--- config.mk ---
export PLATFORM = sky130hd
export DESIGN_NAME = systolic_array_is_sequencer
export DESIGN_NICKNAME = d
export VERILOG_FILES = /design/src/rtl/systolic_array_is_sequencer.sv
export SDC_FILE = /design/constraint.sdc
export NUM_CORES = 1
export LEC_CHECK = 0
export CAP_MARGIN = 10
export CORE_AREA = 2 2 213 215
export DETAILED_ROUTE_END_ITERATION = 7
export DIE_AREA = 0 0 215 217
export DONT_BUFFER_PORTS = 1
export SETUP_SLACK_MARGIN = 0.02
export SLEW_MARGIN = 20
export SYNTH_ARGS = -nofsm -noshare
export SYNTH_HDL_FRONTEND = slang
export SYNTH_SLANG_ARGS = --single-unit
--- constraint.sdc ---
create_clock -name clk -period 7.4 [get_ports clk]
set_clock_uncertainty 0.1 [all_clocks]
set_input_delay 0.74 -clock clk [delete_from_list [all_inputs] [get_ports clk]]
set_output_delay 0.74 -clock clk [all_outputs]
set_load 0.005 [all_outputs]
--- src/rtl/systolic_array_is_sequencer.sv ---
// Sequencer for one input-stationary systolic array: loads the stationary input tile, streams
// weight vectors, and collects psum vectors. The array is stalled whenever a result could be lost.
module systolic_array_is_sequencer #(
  parameter int unsigned INPUT_WIDTH  = 16,
  parameter int unsigned WEIGHT_WIDTH = 16,
  parameter int unsigned PSUM_WIDTH   = 32,
  parameter int unsigned ARRAY_HEIGHT = 4,
  parameter int unsigned ARRAY_WIDTH  = 4,
  parameter int unsigned PIPE_LATENCY = ARRAY_WIDTH + ARRAY_HEIGHT,
  parameter int unsigned CNT_WIDTH    = 16
) (
  input  logic                                 clk,
  input  logic                                 rst_n,
  input  logic                                 start,
  input  logic [CNT_WIDTH-1:0]                 num_vec,
  output logic                                 busy,
  output logic                                 done,
  input  logic                                 in_valid,
  output logic                                 in_ready,
  input  logic [ARRAY_HEIGHT*INPUT_WIDTH-1:0]  in_data,
  input  logic                                 w_valid,
  output logic                                 w_ready,
  input  logic [ARRAY_WIDTH*WEIGHT_WIDTH-1:0]  w_data,
  output logic                                 out_valid,
  input  logic                                 out_ready,
  output logic [ARRAY_HEIGHT*PSUM_WIDTH-1:0]   out_data,
  output logic                                 sa_input_en,
  output logic                                 sa_process_en,
  output logic [ARRAY_HEIGHT*INPUT_WIDTH-1:0]  sa_input_in,
  output logic [ARRAY_WIDTH*WEIGHT_WIDTH-1:0]  sa_weight_in,
  input  logic [ARRAY_HEIGHT*PSUM_WIDTH-1:0]   sa_psum_out
);

  typedef enum logic [2:0] {StIdle, StLoad, StStream, StDrain, StFin} state_e;

  localparam logic [CNT_WIDTH-1:0] LoadBeats  = CNT_WIDTH'(ARRAY_WIDTH);
  localparam logic [CNT_WIDTH-1:0] DrainBeats = CNT_WIDTH'(PIPE_LATENCY);
  localparam logic [CNT_WIDTH-1:0] CntOne     = CNT_WIDTH'(1);

  state_e                                state_q, state_d;
  logic [CNT_WIDTH-1:0]                  num_vec_q, num_vec_d;
  logic [CNT_WIDTH-1:0]                  cnt_q, cnt_d;
  logic [CNT_WIDTH-1:0]                  cnt_inc;
  logic [PIPE_LATENCY-1:0]               tag_q, tag_d;
  logic                                  out_valid_q, out_valid_d;
  logic [ARRAY_HEIGHT*PSUM_WIDTH-1:0]    out_data_q, out_data_d;
  logic                                  slot_free;
  logic                                  adv;
  logic                                  capture;

  assign cnt_inc   = cnt_q + CntOne;
  // The array may only advance if any psum it produces this cycle has somewhere to go.
  assign slot_free = !out_valid_q || out_ready;

  always_comb begin
    state_d      = state_q;
    num_vec_d    = num_vec_q;
    cnt_d        = cnt_q;
    done         = 1'b0;
    in_ready     = 1'b0;
    w_ready      = 1'b0;
    sa_input_en  = 1'b0;
    sa_weight_in = '0;
    adv          = 1'b0;
    unique case (state_q)
      StIdle: begin
        if (start) begin
          num_vec_d = num_vec;
          cnt_d     = '0;
          state_d   = StLoad;
        end
      end
      StLoad: begin
        in_ready    = 1'b1;
        sa_input_en = in_valid;
        if (in_valid) begin
          cnt_d = cnt_inc;
          if (cnt_inc == LoadBeats) begin
            cnt_d   = '0;
            state_d = (num_vec_q == '0) ? StDrain : StStream;
          end
        end
      end
      StStream: begin
        sa_weight_in = w_data;
        adv          = w_valid && slot_free;
        w_ready      = adv;
        if (adv) begin
          cnt_d = cnt_inc;
          if (cnt_inc == num_vec_q) begin
            cnt_d   = '0;
            state_d = StDrain;
          end
        end
      end
      StDrain: begin
        adv = slot_free;
        if (adv) begin
          cnt_d = cnt_inc;
          if (cnt_inc == DrainBeats) begin
            cnt_d   = '0;
            state_d = StFin;
          end
        end
      end
      StFin: begin
        if (!out_valid_q) begin
          done    = 1'b1;
          state_d = StIdle;
        end
      end
      default: state_d = StIdle;
    endcase
  end

  // Tag 1 marks a real weight vector; its psum is on sa_psum_out when the tag exits.
  always_comb begin
    capture     = adv && tag_q[PIPE_LATENCY-1];
    tag_d       = tag_q;
    out_valid_d = out_valid_q;
    out_data_d  = out_data_q;
    if (adv) begin
      tag_d = {tag_q[PIPE_LATENCY-2:0], state_q == StStream};
    end
    if (capture) begin
      out_valid_d = 1'b1;
      out_data_d  = sa_psum_out;
    end else if (out_valid_q && out_ready) begin
      out_valid_d = 1'b0;
    end
  end

  always_ff @(posedge clk or negedge rst_n) begin
    if (!rst_n) begin
      state_q     <= StIdle;
      num_vec_q   <= '0;
      cnt_q       <= '0;
      tag_q       <= '0;
      out_valid_q <= 1'b0;
      out_data_q  <= '0;
    end else begin
      state_q     <= state_d;
      num_vec_q   <= num_vec_d;
      cnt_q       <= cnt_d;
      tag_q       <= tag_d;
      out_valid_q <= out_valid_d;
      out_data_q  <= out_data_d;
    end
  end

  assign busy          = (state_q != StIdle);
  assign sa_process_en = adv;
  assign sa_input_in   = in_data;
  assign out_valid     = out_valid_q;
  assign out_data      = out_data_q;

endmodule

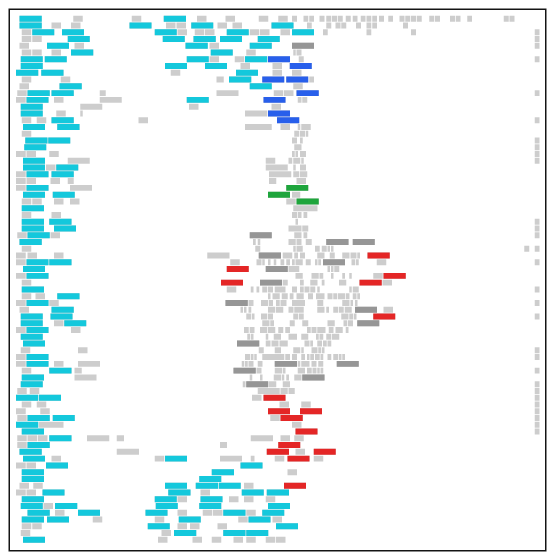
Figure 1: sequential cells colored by netlist name.
| signal | color | flops |
|---|---|---|
| out_data | cyan | 128 |
| state_q | green | 3 |
| tag_q | blue | 8 |
| num_vec_q | red | 16 |

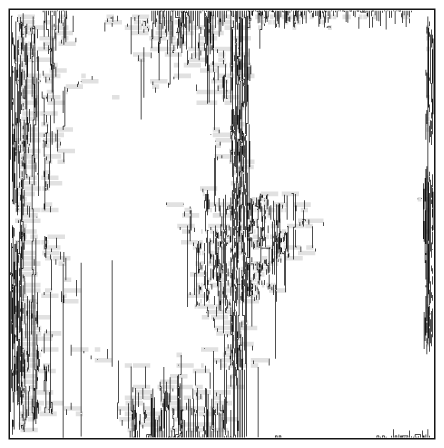
Figure 2: met2 routing.
Cells faint in the background.
wire length on this layer: 11800 µm
longest straight run: 166 µm
main direction: vertical

==> changes_impl.md <==
### Physical design

* Most frequent cell after synthesis: dfrtp_1
* Clock sink count at 172
* Layout cells sized above 1 at 30.4%
* CTS tree: yes
* Syn_nets at 1000
* Hold Crit Class: in2async
* Clock root cell: clkbuf_16
* Syn. warnings at 0
* DRC viols at 0
* Post-Syn Area per Cell at 11.8 µm²
* Iteration count of the initial detailed-routing pass at 4
* Fillers at 4858
* Max-Cap Viols at 0
* Crit end category: flop
* Worst Path Max Fanout at 11
* Async SR Flop Fraction at 100%
* Synth Cell Area at 8510 µm²
* Clock share of power at 22.8%
* Cell count in the Yosys report at 721
* Critical Path RT at 7.60 ns
* P_sw at 1.40 mW
* Tool warnings at 29
* Area grow syn2layout at 8.24%
* Worst r2r src: cnt_q[0]
* Leak pwr at 3.78 nW
* Top cells by area: dfrtp_1, mux2_2, buf_4, and2_1, nand2_1
* Worst R2R Setup Slack at 3.82 ns
* Seq pwr share at 46.9%
* Logic pwr share at 30.3%
* Logic area at 3500 µm²
* WHS at 0.227 ns
* Largest delay share family, worst path: AND-OR/OR-AND gates
* Via density at 4.13
* Height of the die at 217 µm
* Max-area cell share at 50.6%
* Final GP Congestion at 0.833
* Pin count of the biggest net entering global routing at 173
* Drt total wl at 23200 µm
* Cts bufs inserted at 17
* Clock transition at path regs at 0.07 ns
* Longest Clk Path Bufs at 2
* Setup violators final at 0
* RSZ-0062 raised after global routing: no
* Post-DP HPWL at 17700 µm
* Outcome: finished, final reports clean
* Vias at 5161
* Register share after synthesis at 50.6%
* Routed Antenna Nets at 0
* Setup crit start kind: flop
* Wire per inst at 18.6 µm
* Vias in the first global route at 5501
* Post-synth regs at 172
* I/O Buffers at 0
* Unique masters post-synth at 55
* Worst path buffer plus inverter count at 0
* Minimum clock period at 3.58 ns
* Pwr/cell area at 424 nW/µm²
* Max Slew Vio Count at 0
* I/O Pins at 541
* Cell row count at 78
* Worst slew pin tran at 0.943 ns
* Crit-path max cell delay at 0.51 ns
* CP arrival at 3.78 ns
* Ys flop type: dfrtp_1
* Post-synth EDFFs at 0
* Die Wd at 215 µm
* H-tree levels at 4
* FP Util at 19.0%
* CORE AREA at 44700 µm²
* Reg area at 4300 µm²
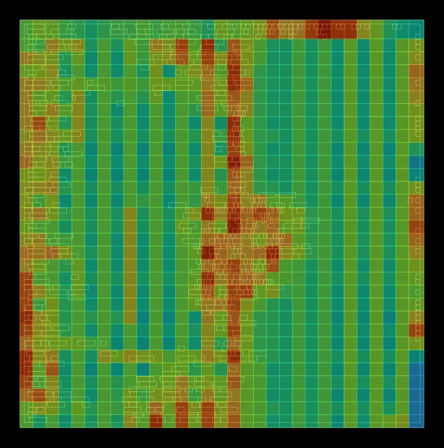
Figure 3: congestion heat map.
grt met1 use: 9.74%
global route hottest layer: met2
GRT Util Overall: 9.67%

==> routing by layer <==
| layer | GRT usage [%] | up-vias | routed length, µm |
|---|---|---|---|
| li1 | - | 2251 | - |
| met1 | 9.74 | 2532 | 8040 |
| met2 | 16.6 | 306 | 11800 |
| met3 | 4.89 | 58 | 2490 |
| met4 | 4.83 | 14 | 811 |
| met5 | 0 | - | 92 |
==> registers in the layout, indices dropped and copies added, names as in the netlist <==
| register | flops |
|---|---|
| cnt_q | 16 |
| state_q | 3 |
| tag_q | 8 |
| num_vec_q | 16 |
| out_valid | 1 |
| out_data | 128 |
==> through the flow <==
| stage | area (µm²) | total power [mW] | std cells | setup slack (ns) | util [%] |
|---|---|---|---|---|---|
| 3_3_place_gp | 8600 | 2.98 | 1215 | 3.59 | 19.2 |
| 5_1_grt | 9210 | 4.15 | 1249 | 3.61 | 20.6 |
| 3_5_place_dp | 8600 | 3.02 | 1215 | 3.47 | 19.2 |
| 6_report | 9210 | 3.91 | 1250 | 3.82 | 20.6 |
| 2_1_floorplan | 8510 | 2.68 | 721 | 4.55 | - |
| 4_1_cts | 9200 | 3.96 | 1248 | 3.61 | 20.6 |
==> area by class of cell <==
cell class | count | area share [%]
flip-flops and latches | 172 | 46.7
multi-input cells | 436 | 38.0
well taps | 600 | 8.15
clock buffers | 18 | 4.66
clock inverters | 14 | 1.60
repair buffers | 5 | 0.666
inverters | 3 | 0.122
diodes | 2 | 0.0543
==> power by group through the flow <==
stage / clock network (mW) / registers (mW) / logic, mW
floorplan: 0 / 1.65 / 1.03
global placement: 0 / 1.85 / 1.13
detailed placement: 0 / 1.84 / 1.18
CTS: 0.927 / 1.84 / 1.19
global route: 0.967 / 1.89 / 1.29
finish: 0.892 / 1.83 / 1.18
==> how the worst max path moves through the flow <==
stage | start | end | cells past startpoint
after global routing | cnt_q[0] | state_q[0] | 9
after global placement | w_valid | out_data[26] | 5
after detailed placement | w_valid | out_data[26] | 5
after CTS | state_q[0] | out_data[26] | 5
final | cnt_q[0] | state_q[1] | 9
after floorplan | cnt_q[0] | state_q[0] | 10
==> kinds of logic after synthesis <==
kind of cell	count (synthesis)	share of synthesized area, %
muxes	155	20.5
AOI/OAI and AO/OA	56	4.78
DFF	172	50.6
adders and majority gates	1	0.147
and+or+nand+nor	199	13.0
xor gates and xnor gates	25	2.57
buffers and inverters	113	8.46
==> timing repair <==
action,4_1_cts,5_1_grt
hold buffers,1,0
endpoints found under the hold margin,172,0
setup endpoints to repair,0,0
==> cells in the final DEF (no fill, tap or decap), drive strengths merged, types with 8 or more instances in the layout <==
| cell | Yosys | routed |
|---|---|---|
| dfrtp | 172 | 172 |
| mux2 | 153 | 153 |
| and2 | 74 | 74 |
| nand2 | 43 | 43 |
| nor2 | 24 | 24 |
| clkbuf | 35 | 18 |
| xnor2 | 17 | 17 |
| inv | 3 | 13 |
| o22ai | 12 | 12 |
| o21ai | 11 | 11 |
| nand4 | 10 | 10 |
| xor2 | 8 | 8 |
| nor4 | 8 | 8 |
Power is estimated from default activity; no workload was simulated.
